File: config.mk
export PLATFORM = sky130hd
export DESIGN_NAME = regfile_write_queue
export DESIGN_NICKNAME = d
export VERILOG_FILES = /design/src/rtl/mips_pkg.sv /design/src/rtl/wb_fifo.sv /design/src/rtl/regfile_write_queue.sv
export SDC_FILE = /design/constraint.sdc
export NUM_CORES = 1
export LEC_CHECK = 0
export CAP_MARGIN = 20
export CORE_ASPECT_RATIO = 1.75
export CORE_MARGIN = 8
export CORE_UTILIZATION = 40
export CTS_BUF_LIST = sky130_fd_sc_hd__clkbuf_16
export CTS_CLUSTER_DIAMETER = 80
export CTS_CLUSTER_SIZE = 28
export DETAILED_ROUTE_END_ITERATION = 7
export HOLD_SLACK_MARGIN = 0.02
export SLEW_MARGIN = 20
export SYNTH_ARGS = -nofsm -noshare
export SYNTH_HDL_FRONTEND = slang
export SYNTH_HIERARCHICAL = 1
export SYNTH_SLANG_ARGS = --single-unit
export TNS_END_PERCENT = 5
File: constraint.sdc
create_clock -name clk -period 8.05 [get_ports clk]
set_input_delay 1.2075 -clock clk [delete_from_list [all_inputs] [get_ports clk]]
set_output_delay 1.2075 -clock clk [all_outputs]
set_load 0.05 [all_outputs]
File: src/rtl/mips_pkg.sv
// mips_pkg: shared definitions for the MIPS register-file write path.
//   REG_ZERO    : register number of the hardwired-zero register ($zero)
//   wb_entry_t  : one writeback request (target register + value)
//   wq_state_t  : write-queue drain state machine encoding
package mips_pkg;

    localparam int MIPS_ADDR_W = 5;
    localparam int MIPS_DATA_W = 32;
    localparam int REG_ZERO    = 0;

    typedef struct packed {
        logic [MIPS_ADDR_W-1:0] addr;
        logic [MIPS_DATA_W-1:0] data;
    } wb_entry_t;

    typedef enum logic [1:0] {
        RUN   = 2'd0,
        DRAIN = 2'd1,
        DONE  = 2'd2
    } wq_state_t;

endpackage

File: src/rtl/wb_fifo.sv
// wb_fifo: storage for the register-file write queue.
// Ports:
//   clk, reset                 clock, asynchronous active-high reset
//   push, push_addr, push_data write a new entry at the tail (ignored when full)
//   pop                        drop the head entry (ignored when empty)
//   empty, full, occupancy     fill status
//   head_addr, head_data       oldest entry, valid only when !empty
//   entry_valid, entry_addrs   per-slot valid bit and target register (flattened)
//   entry_data, head_ptr       only with REGFILE_WQ_FWD_EN: per-slot values and
//                              head slot index, so the top can find the newest match
module wb_fifo
    import mips_pkg::*;
#(
    parameter int DEPTH  = 4,
    parameter int DATA_W = 32,
    parameter int ADDR_W = 5,
    localparam int PTR_W = $clog2(DEPTH)
) (
    input  logic                    clk,
    input  logic                    reset,
    input  logic                    push,
    input  logic [ADDR_W-1:0]       push_addr,
    input  logic [DATA_W-1:0]       push_data,
    input  logic                    pop,
    output logic                    empty,
    output logic                    full,
    output logic [PTR_W:0]          occupancy,
    output logic [ADDR_W-1:0]       head_addr,
    output logic [DATA_W-1:0]       head_data,
    output logic [DEPTH-1:0]        entry_valid,
    output logic [DEPTH*ADDR_W-1:0] entry_addrs
`ifdef REGFILE_WQ_FWD_EN
    ,
    output logic [DEPTH*DATA_W-1:0] entry_data,
    output logic [PTR_W-1:0]        head_ptr
`endif
);

    logic [ADDR_W-1:0] mem_addr [DEPTH];
    logic [DATA_W-1:0] mem_data [DEPTH];
    logic [PTR_W-1:0]  wr_ptr;
    logic [PTR_W-1:0]  rd_ptr;
    logic [PTR_W:0]    count;
    logic [DEPTH-1:0]  valid;
    logic              do_push;
    logic              do_pop;

    assign empty   = (count == '0);
    assign full    = (count == (PTR_W+1)'(DEPTH));
    assign do_push = push && !full;
    assign do_pop  = pop && !empty;

    // Pointers, occupancy and the per-slot valid bits that feed the scoreboard.
    always_ff @(posedge clk or posedge reset) begin
        if (reset) begin
            wr_ptr <= '0;
            rd_ptr <= '0;
            count  <= '0;
            valid  <= '0;
        end else begin
            if (do_push) begin
                valid[wr_ptr] <= 1'b1;
                wr_ptr        <= wr_ptr + 1'b1;
            end
            if (do_pop) begin
                valid[rd_ptr] <= 1'b0;
                rd_ptr        <= rd_ptr + 1'b1;
            end
            case ({do_push, do_pop})
                2'b10:   count <= count + 1'b1;
                2'b01:   count <= count - 1'b1;
                default: count <= count;
            endcase
        end
    end

    // Payload storage needs no reset: a slot is only read once its valid bit is set.
    always_ff @(posedge clk) begin
        if (do_push) begin
            mem_addr[wr_ptr] <= push_addr;
            mem_data[wr_ptr] <= push_data;
        end
    end

    always_comb begin
        entry_addrs = '0;
        for (int i = 0; i < DEPTH; i++) begin
            entry_addrs[i*ADDR_W +: ADDR_W] = mem_addr[i];
        end
    end

`ifdef REGFILE_WQ_FWD_EN
    always_comb begin
        entry_data = '0;
        for (int i = 0; i < DEPTH; i++) begin
            entry_data[i*DATA_W +: DATA_W] = mem_data[i];
        end
    end
    assign head_ptr = rd_ptr;
`endif

    assign occupancy   = count;
    assign entry_valid = valid;
    assign head_addr   = mem_addr[rd_ptr];
    assign head_data   = mem_data[rd_ptr];

endmodule

File: src/rtl/regfile_write_queue.sv
// regfile_write_queue: write-side front end of the MIPS register file.
// Collects ALU and load writeback offers (load has priority), buffers them in
// wb_fifo and retires one per cycle on the register-file write port. A pending
// write scoreboard reports whether decode source registers have writes in flight.
// Ports:
//   clk, reset                          clock, asynchronous active-high reset
//   alu_valid/alu_addr/alu_data/alu_ready  ALU result offer handshake
//   ld_valid/ld_addr/ld_data/ld_ready      load result offer handshake
//   rf_reg_write/rf_addr/rf_data/rf_ready  write port toward the register file
//   rd_addr1/rd_addr2, rd_busy1/rd_busy2   decode source registers and busy flags
//   drain_req, drained                  stop accepting and empty the queue
//   retired_cnt                         wrapping count of retired writes
// Optional feature macro REGFILE_WQ_FWD_EN adds fwd_hit1/fwd_data1 and
// fwd_hit2/fwd_data2, giving decode the newest queued value for each source.
module regfile_write_queue
    import mips_pkg::*;
#(
    parameter int DEPTH  = 4,
    parameter int DATA_W = MIPS_DATA_W,
    parameter int ADDR_W = MIPS_ADDR_W
) (
    input  logic              clk,
    input  logic              reset,
    input  logic              alu_valid,
    input  logic [ADDR_W-1:0] alu_addr,
    input  logic [DATA_W-1:0] alu_data,
    output logic              alu_ready,
    input  logic              ld_valid,
    input  logic [ADDR_W-1:0] ld_addr,
    input  logic [DATA_W-1:0] ld_data,
    output logic              ld_ready,
    output logic              rf_reg_write,
    output logic [ADDR_W-1:0] rf_addr,
    output logic [DATA_W-1:0] rf_data,
    input  logic              rf_ready,
    input  logic [ADDR_W-1:0] rd_addr1,
    input  logic [ADDR_W-1:0] rd_addr2,
    output logic              rd_busy1,
    output logic              rd_busy2,
    input  logic              drain_req,
    output logic              drained,
    output logic [15:0]       retired_cnt
`ifdef REGFILE_WQ_FWD_EN
    ,
    output logic              fwd_hit1,
    output logic [DATA_W-1:0] fwd_data1,
    output logic              fwd_hit2,
    output logic [DATA_W-1:0] fwd_data2
`endif
);

    localparam int PTR_W = $clog2(DEPTH);
    localparam logic [ADDR_W-1:0] ZERO_REG = ADDR_W'(REG_ZERO);

    wq_state_t              state_q;
    wq_state_t              state_d;
    logic                   empty;
    logic                   full;
    logic [PTR_W:0]         occupancy;
    logic [ADDR_W-1:0]      head_addr;
    logic [DATA_W-1:0]      head_data;
    logic [DEPTH-1:0]       entry_valid;
    logic [DEPTH*ADDR_W-1:0] entry_addrs;
    logic                   ld_take;
    logic                   alu_take;
    logic                   push;
    logic [ADDR_W-1:0]      push_addr;
    logic [DATA_W-1:0]      push_data;
    logic                   pop;
    logic [ADDR_W-1:0]      last_addr;
    logic [DATA_W-1:0]      last_data;
`ifdef REGFILE_WQ_FWD_EN
    logic [DEPTH*DATA_W-1:0] entry_data;
    logic [PTR_W-1:0]        head_ptr;
`endif

    // Load wins arbitration; an ALU offer is only taken when no load is offered.
    assign ld_ready  = !full && (state_q == RUN);
    assign alu_ready = !full && !ld_valid && (state_q == RUN);
    assign ld_take   = ld_valid && ld_ready;
    assign alu_take  = alu_valid && alu_ready;
    assign push_addr = ld_take ? ld_addr : alu_addr;
    assign push_data = ld_take ? ld_data : alu_data;
    // Writes to $zero are acknowledged but dropped.
    assign push      = (ld_take && (ld_addr != ZERO_REG)) ||
                       (alu_take && (alu_addr != ZERO_REG));
    assign pop       = !empty && rf_ready;

    wb_fifo #(
        .DEPTH  (DEPTH),
        .DATA_W (DATA_W),
        .ADDR_W (ADDR_W)
    ) u_fifo (
        .clk         (clk),
        .reset       (reset),
        .push        (push),
        .push_addr   (push_addr),
        .push_data   (push_data),
        .pop         (pop),
        .empty       (empty),
        .full        (full),
        .occupancy   (occupancy),
        .head_addr   (head_addr),
        .head_data   (head_data),
        .entry_valid (entry_valid),
        .entry_addrs (entry_addrs)
`ifdef REGFILE_WQ_FWD_EN
        ,
        .entry_data  (entry_data),
        .head_ptr    (head_ptr)
`endif
    );

    // When the queue empties the write port keeps showing the last retired entry.
    always_ff @(posedge clk or posedge reset) begin
        if (reset) begin
            last_addr   <= '0;
            last_data   <= '0;
            retired_cnt <= '0;
        end else if (pop) begin
            last_addr   <= head_addr;
            last_data   <= head_data;
            retired_cnt <= retired_cnt + 16'd1;
        end
    end

    assign rf_reg_write = !empty;
    assign rf_addr      = empty ? last_addr : head_addr;
    assign rf_data      = empty ? last_data : head_data;

    always_ff @(posedge clk or posedge reset) begin
        if (reset) begin
            state_q <= RUN;
        end else begin
            state_q <= state_d;
        end
    end

    // DRAIN ends once the queue is empty after this cycle's pop; no pushes occur in DRAIN.
    always_comb begin
        state_d = state_q;
        case (state_q)
            RUN:     if (drain_req) state_d = DRAIN;
            DRAIN:   if (empty || ((occupancy == (PTR_W+1)'(1)) && pop)) state_d = DONE;
            DONE:    if (!drain_req) state_d = RUN;
            default: state_d = RUN;
        endcase
    end

    assign drained = (state_q == DONE);

    always_comb begin
        rd_busy1 = 1'b0;
        rd_busy2 = 1'b0;
        for (int i = 0; i < DEPTH; i++) begin
            if (entry_valid[i] && (entry_addrs[i*ADDR_W +: ADDR_W] == rd_addr1)) rd_busy1 = 1'b1;
            if (entry_valid[i] && (entry_addrs[i*ADDR_W +: ADDR_W] == rd_addr2)) rd_busy2 = 1'b1;
        end
        if (rd_addr1 == ZERO_REG) rd_busy1 = 1'b0;
        if (rd_addr2 == ZERO_REG) rd_busy2 = 1'b0;
    end

`ifdef REGFILE_WQ_FWD_EN
    // Walk from head (oldest) to tail so the last match found is the newest value.
    always_comb begin
        logic [PTR_W-1:0] idx;
        idx       = '0;
        fwd_data1 = '0;
        fwd_data2 = '0;
        for (int k = 0; k < DEPTH; k++) begin
            idx = head_ptr + PTR_W'(k);
            if (entry_valid[idx] && (entry_addrs[idx*ADDR_W +: ADDR_W] == rd_addr1))
                fwd_data1 = entry_data[idx*DATA_W +: DATA_W];
            if (entry_valid[idx] && (entry_addrs[idx*ADDR_W +: ADDR_W] == rd_addr2))
                fwd_data2 = entry_data[idx*DATA_W +: DATA_W];
        end
    end
    assign fwd_hit1 = rd_busy1;
    assign fwd_hit2 = rd_busy2;
`endif

endmodule

Figure 1. Drive-strength map (run 1).
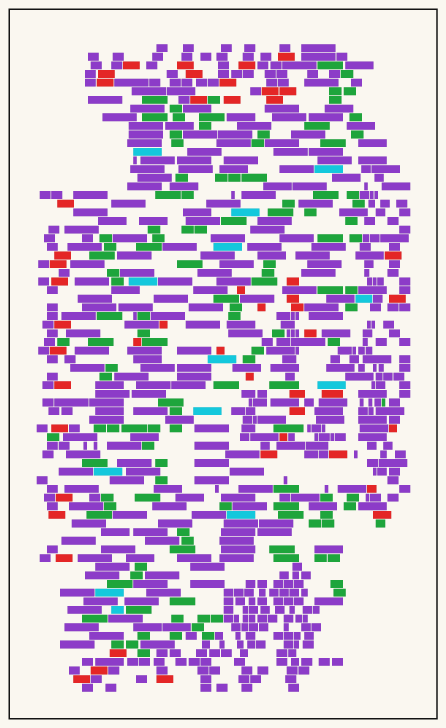
cyan -> drive 6 and up  # cells 13
purple -> drive 1 or less  # cells 515
green -> drive 2  # cells 124
red -> drive 3 to 4  # cells 49

Figure 2. Placed cells, one color a class (run 1).
Fill, decap, tap and diode cells in gray.
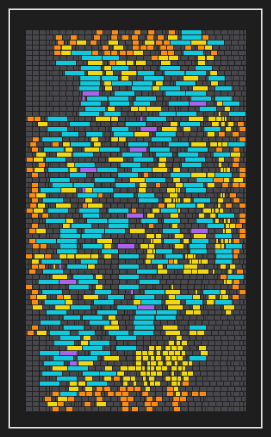
yellow -> all other logic  # cells 313
cyan -> flip-flops  # cells 214
purple -> clock drivers and dummy loads  # cells 17
orange -> other buffers and delay cells  # cells 157
Util after Layout: 0.493
Design Area, Final: 11800 um2
Rows: 75

Figure 3. Signal wires by layer (run 1).
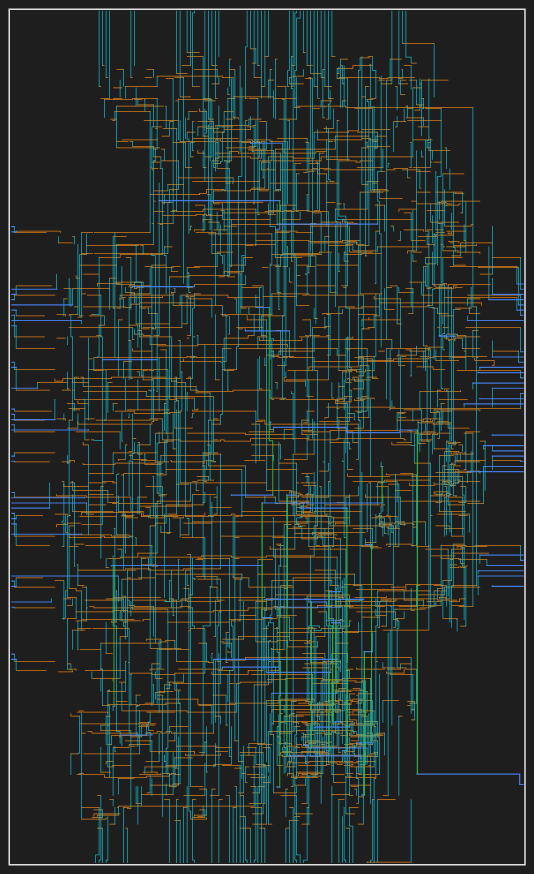
green -> met4  # wire length 610 um
cyan -> met2  # wire length 12600 um
orange -> met1  # wire length 7910 um
blue -> met3  # wire length 931 um
Tot GR Track Use: 0.149
Routed wire per std cell: 21.8 um
vias: 5334

run 1: stage by stage:
step,hold WS [ns],instances,utilization
detailed placement,0.477,992,0.480
finish,0.488,1009,0.493
global route,0.510,1009,0.493
CTS,0.496,1009,0.493
floorplan,0.475,559,-
global placement,0.462,991,0.479
run 1: critical path, delay by kind of cell:
family,cells,cell delay (ns)
and+or+nand+nor,3,0.64
xor gates and xnor gates,1,0.22
buffers and inverters,2,1.34
AOI/OAI and AO/OA,1,0.12
run 1: flip-flops by register name, indices dropped and copies added, names as in the netlist:
| register | cells |
|---|---|
| last_addr | 5 |
| last_data | 32 |
| retired_cnt | 16 |
| state_q | 2 |
| u_fifo/entry_valid | 4 |
| u_fifo/mem_addr | 20 |
| u_fifo/mem_data | 128 |
| u_fifo/occupancy | 3 |
| u_fifo/rd_ptr | 2 |
| u_fifo/wr_ptr | 2 |
run 1: worst paths after layout:
| kind | startpoint | end | slack, ns | cells past startpoint |
|---|---|---|---|---|
| min reg2reg | retired_cnt[15]$_DFFE_PP0P_ | retired_cnt[15]$_DFFE_PP0P_ | 0.49 | 1 |
| min in group asynchronous | reset | retired_cnt[12]$_DFFE_PP0P_ | 0.95 | 2 |
| max in group asynchronous | reset | last_data[18]$_DFFE_PP0P_ | 6.14 | 3 |
| max | rd_addr2[1] | rd_busy2 | 3.32 | 7 |
| min | retired_cnt[15]$_DFFE_PP0P_ | retired_cnt[15]$_DFFE_PP0P_ | 0.49 | 1 |
| max reg2reg | u_fifo/occupancy[0]$_DFFE_PP0P_ | u_fifo/occupancy[2]$_DFFE_PP0P_ | 5.13 | 10 |
run 1: routing by layer:
layer,part of all wire,vias to the layer above,track usage
li1,-,2387,-
met1,0.36,2782,0.158
met2,0.57,132,0.287
met3,0.042,33,0.0219
met4,0.028,0,0.0510
met5,0,-,0
==> ci_impl_report.md, run 1 <==
## PnR job results

| Metric | Value |
|---|---|
| Clock Sinks | `214` |
| VDD IR-drop max | `253 uV` |
| Non-clock buffers, area share | `0.132` |
| Status | `complete, no violations` |
| Internal | `2.73 mW` |
| Setup_tns | `0 ns` |
| Congestion Overflow GR | `0` |
| Chip Area | `29900 um2` |
| Top cells by area | `edfxtp_1 45%, dfrtp_1 17%, mux2_2 9.6%, mux4_2 8.5%, mux2_4 4.8%` |
| Total chip power | `4.55 mW` |
| Max frequency | `211 MHz` |
| Floorplan utilization | `0.407` |
| Via density | `5.29` |
| Hold Path Class | `reg2reg` |
| CTS buffer count | `11` |
| CP max-delay cell | `clkdlybuf4s50_1` |
| Worst-Margin Slew | `1.07 ns` |
| Final worst slack | `3.32 ns` |
| Clk pwr | `0.581 mW` |
| # DRC | `0` |
Figure 4. Port wiring (run 1).
Scale bar: 50 um.
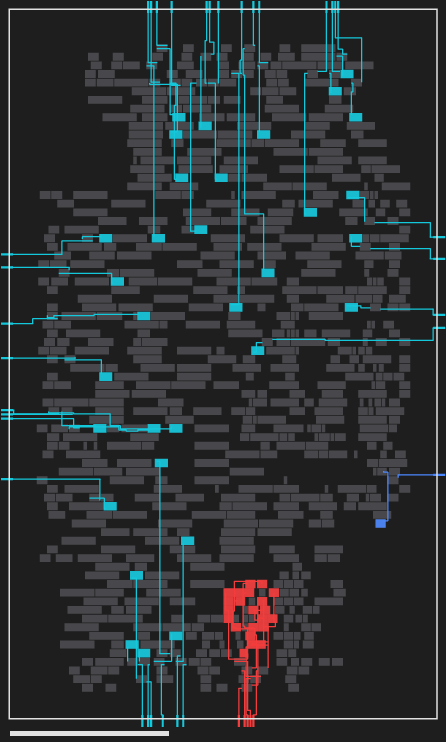

==> inputs of run 2 (changes only) <==
==> constraint.sdc (replaced) <==
create_clock -name clk -period 4.53 [get_ports clk]
set_input_delay 0.6795 -clock clk [delete_from_list [all_inputs] [get_ports clk]]
set_output_delay 0.6795 -clock clk [all_outputs]
set_load 0.05 [all_outputs]
Figure 5. Port wiring (run 2).
Scale bar: 50 um.
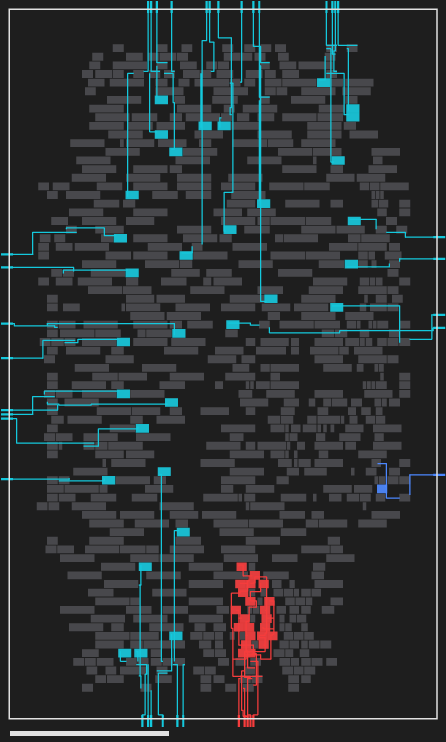
red -> rd_addr1  # bits 5, direction input, end cells 22, buffers 5, wire 297 um
blue -> drained  # bits 1, direction output, end cells 1, buffers 1, wire 32.6 um
cyan -> rf_data  # bits 32, direction output, end cells 32, buffers 32, wire 1540 um

==> ci_impl_report.md, run 2 <==
## PnR job results

| Metric | Value |
|---|---|
| Status | `complete, no violations (unchanged)` |
| Hold path startpoint | `retired_cnt[15]$_DFFE_PP0P_ (unchanged)` |
| VDD IR-drop max | `317 uV (was 253 uV)` |
| GR peak layer | `met2 (unchanged)` |
| Grt met3 use | `0.0215 (was 0.0219)` |
| Highest routed layer | `met4 (unchanged)` |
| Hold Path Class | `reg2reg (unchanged)` |
| Top cells by area | `edfxtp_1 45%, dfrtp_1 17%, mux2_2 9.6%, mux4_2 8.5%, mux2_4 4.8% (unchanged)` |
| GR Layer Usage met2 | `0.281 (was 0.287)` |
| CP Launch Point | `rd_addr1[4] (was rd_addr2[1])` |
| Crit path buf inv count | `2 (unchanged)` |
| Tot GR Track Use | `0.148 (was 0.149)` |
| Via density | `5.29 (about the same)` |
| GR Util met1 | `0.160 (was 0.158)` |
| Reg with most FFs | `u_fifo/mem_data (unchanged)` |
| Floorplan utilization | `0.407 (unchanged)` |
| Total chip power | `8.11 mW (was 4.55 mW)` |
| Vias | `5362 (was 5334)` |
| Met2 wire length | `12.5 mm (was 12.6 mm)` |
| Chip Area | `29900 um2 (unchanged)` |
| Setup_tns | `0 ns (unchanged)` |
| Max reg flops | `128 (unchanged)` |
| Clock Sinks | `214 (unchanged)` |
| CTS buffer count | `11 (unchanged)` |
-- run 2: cell counts after synthesis --
No cell type changed its count.
-- run 2: area by class of cell --
type / instances / area [um2]
clock inverters: 6 / 27.5
well taps: 308 / 385
clock buffers: 11 / 275
fillers: 2104 / 12200
multi-input cells: 301 / 3450
inverters: 12 / 45.0
repair buffers: 161 / 1590
flip-flops and latches: 214 / 6100
-- run 2: worst paths after layout --
| kind | to | slack (ns) | depth (start not counted) |
|---|---|---|---|
| max | rd_busy1 | 0.83 | 7 |
| min | retired_cnt[15]$_DFFE_PP0P_ | 0.48 | 1 |
| max reg2reg | u_fifo/occupancy[2]$_DFFE_PP0P_ | 1.77 | 10 |
| min reg2reg | retired_cnt[15]$_DFFE_PP0P_ | 0.48 | 1 |
| max in group asynchronous | last_data[30]$_DFFE_PP0P_ | 2.97 | 3 |
| min in group asynchronous | u_fifo/entry_valid[3]$_DFF_PP0_ | 0.56 | 2 |
-- run 2: logic make-up after synthesis --
group                    after synthesis
adder cells (fa/ha/maj)               11
AND-OR/OR-AND                          9
buffers and inverters                 44
multiplexers                         153
AND/OR/NAND/NOR                       68
flip-flops                           214
XOR/XNOR                              60
-- run 2: where the power goes --
part           switching [mW]  internal [mW]
sequential              0.293           2.68
clock                   0.587          0.451
combinational            2.37           1.73
total                    3.25           4.87
-- run 2: per-stage QoR --
step	hold WS [ns]	area (um2)	utilization	instances	worst slack, ns
global placement	0.457	11600	0.481	996	1.03
detailed placement	0.463	11600	0.481	996	0.863
floorplan	0.475	9770	-	559	1.00
global route	0.520	11900	0.494	1013	0.776
CTS	0.482	11900	0.494	1013	0.859
finish	0.476	11900	0.494	1013	0.832
Figure 6. Drive-strength map (run 2).
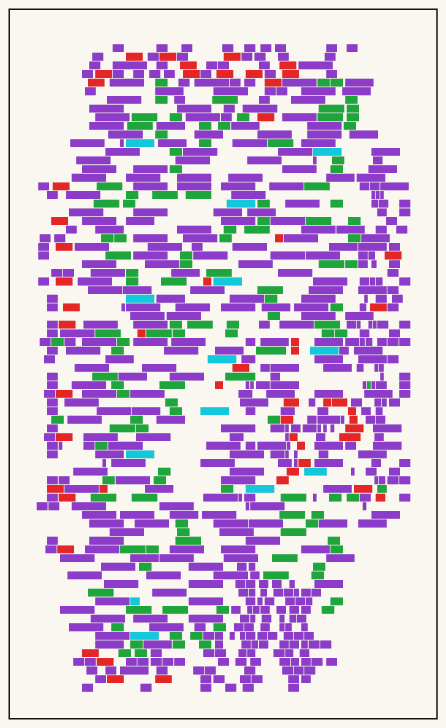

==> inputs of run 3 (changes only) <==
==> constraint.sdc (replaced) <==
create_clock -name clk -period 3.4 [get_ports clk]
set_input_delay 0.51 -clock clk [delete_from_list [all_inputs] [get_ports clk]]
set_output_delay 0.51 -clock clk [all_outputs]
set_load 0.05 [all_outputs]
Figure 7. Drive-strength map (run 3).
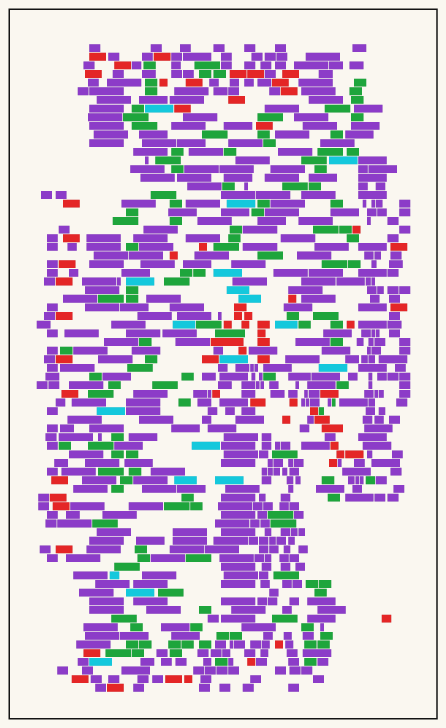
red -> drive 3 to 4  # cells 64
green -> drive 2  # cells 124
cyan -> drive 6 and up  # cells 18
purple -> drive 1 or less  # cells 506

==> ci_impl_report.md, run 3 <==
## PnR job results

| Metric | Value |
|---|---|
| Congestion Overflow GR | `0 (unchanged)` |
| Leading registers by flop count | `u_fifo/mem_data (128), last_data (32), u_fifo/mem_addr (20) (unchanged)` |
| Non-Filler Instances | `1020 (was 1013)` |
| Final Hold Fails | `0 (unchanged)` |
| Via density | `5.20 (was 5.29)` |
| Synth warn | `6 (unchanged)` |
| DR WL met3 | `781 um (was 872 um)` |
| GR Layer Usage met2 | `0.298 (was 0.281)` |
| Highest routed layer | `met4 (unchanged)` |
| CTS buffer count | `11 (unchanged)` |
| Routed wire per std cell | `21.5 um (was 21.9 um)` |
| Worst-Margin Slew | `0.674 ns (was 0.867 ns)` |
| Grt met3 use | `0.0224 (was 0.0215)` |
| Rows | `75 (unchanged)` |
| CP Class | `reg2out (was in2out)` |
| Setup_tns | `0 ns (unchanged)` |
| DR iter-0 viols | `213 (was 230)` |
| Placed Cells | `1004 (was 996)` |
| Max reg flops | `128 (unchanged)` |
| GR peak layer | `met2 (unchanged)` |
| Final hold slack | `0.420 ns (was 0.476 ns)` |
| Post-DP HPWL | `15.6 mm (was 15.1 mm)` |
| GR Util met1 | `0.144 (was 0.160)` |
| Chip Area | `29900 um2 (unchanged)` |
| Status | `complete, no violations (unchanged)` |
| Met2 wire length | `13.1 mm (was 12.5 mm)` |
| FF/Latch Area | `6100 um2 (about the same)` |
| Avg Inst Size Synth | `17.5 um2 (unchanged)` |
| Post-DRT Antenna Nets | `0 (unchanged)` |
| Reg-to-reg startpoint | `u_fifo/occupancy[0]$_DFFE_PP0P_ (unchanged)` |
| Top cells by area | `edfxtp_1 45%, dfrtp_1 17%, mux2_2 9.6%, mux4_2 8.5%, mux2_4 4.8% (unchanged)` |
| Util after Layout | `0.500 (was 0.494)` |
| Top cell excl fill/tap | `edfxtp_1` |
| CP Launch Point | `u_fifo/rd_ptr[1]$_DFFE_PP0N_ (was rd_addr1[4])` |
| Tot GR Track Use | `0.147 (was 0.148)` |
| Logic cell area | `3450 um2 (unchanged)` |
| Max frequency | `305 MHz` |
| Final worst slack | `0.123 ns (was 0.832 ns)` |
| Registers, synthesis | `214 (unchanged)` |
| Clock Sinks | `214 (unchanged)` |
| Total chip power | `10.8 mW (was 8.11 mW)` |
| Post-layout net count | `810 (was 802)` |
| Reg with most FFs | `u_fifo/mem_data (unchanged)` |
| Vias in the first global route | `6105 (was 6065)` |
| # DRC | `0 (unchanged)` |
| Min Clock Period, post-route | `3.28 ns` |
| Floorplan utilization | `0.407 (unchanged)` |
| WL met1 | `7.62 mm (was 8.26 mm)` |
| Fill count | `2081 (was 2104)` |
-- run 3: cell counts after synthesis --
Identical to the previous run, type by type.
-- run 3: worst max-delay path, cell delays in order (launching register included) --
cell and delay [ns]:
dfrtp_2 0.68, buf_12 0.26, mux4_2 0.36, mux2_2 0.28, clkdlybuf4s50_1 0.70
-- run 3: what timing repair did --
action / in CTS / in global routing
endpoints found under the hold margin: 0 / 0
gates resized: 9 / 15
endpoints found under the setup margin: 23 / 15
pin swaps: 0 / 0
-- run 3: final timing paths --
kind	slack, ns	depth (start not counted)	to
max	0.12	4	rf_addr[1]
min	0.42	2	u_fifo/occupancy[0]$_DFFE_PP0P_
max reg2reg	0.76	8	retired_cnt[14]$_DFFE_PP0P_
min reg2reg	0.47	1	retired_cnt[15]$_DFFE_PP0P_
max in group asynchronous	2.23	3	last_data[29]$_DFFE_PP0P_
min in group clk	0.47	1	retired_cnt[15]$_DFFE_PP0P_
-- run 3: final cells by class --
class                      instances  area share
sequential                       214       0.508
tap                              308      0.0321
inverter                          12     0.00375
clock buffer                      11      0.0229
multi-input combinational        301       0.287
clock inverter                     5     0.00209
timing repair buffer             169       0.144
-- run 3: cells by family after synthesis --
kind of cell	count (synthesis)	synth area share
buffers and inverters	44	0.0282
adder cells (fa/ha/maj)	11	0.0149
XOR/XNOR	60	0.0538
AND-OR/OR-AND	9	0.00755
multiplexers	153	0.231
AND/OR/NAND/NOR	68	0.0414
flip-flops	214	0.624
-- run 3: power by group --
group	switching (mW)	leakage, nW	internal [mW]
clock network	0.769	0.156	0.599
logic	3.11	2.15	2.33
registers	0.443	2.14	3.58
Power and IR drop assume default switching activity.
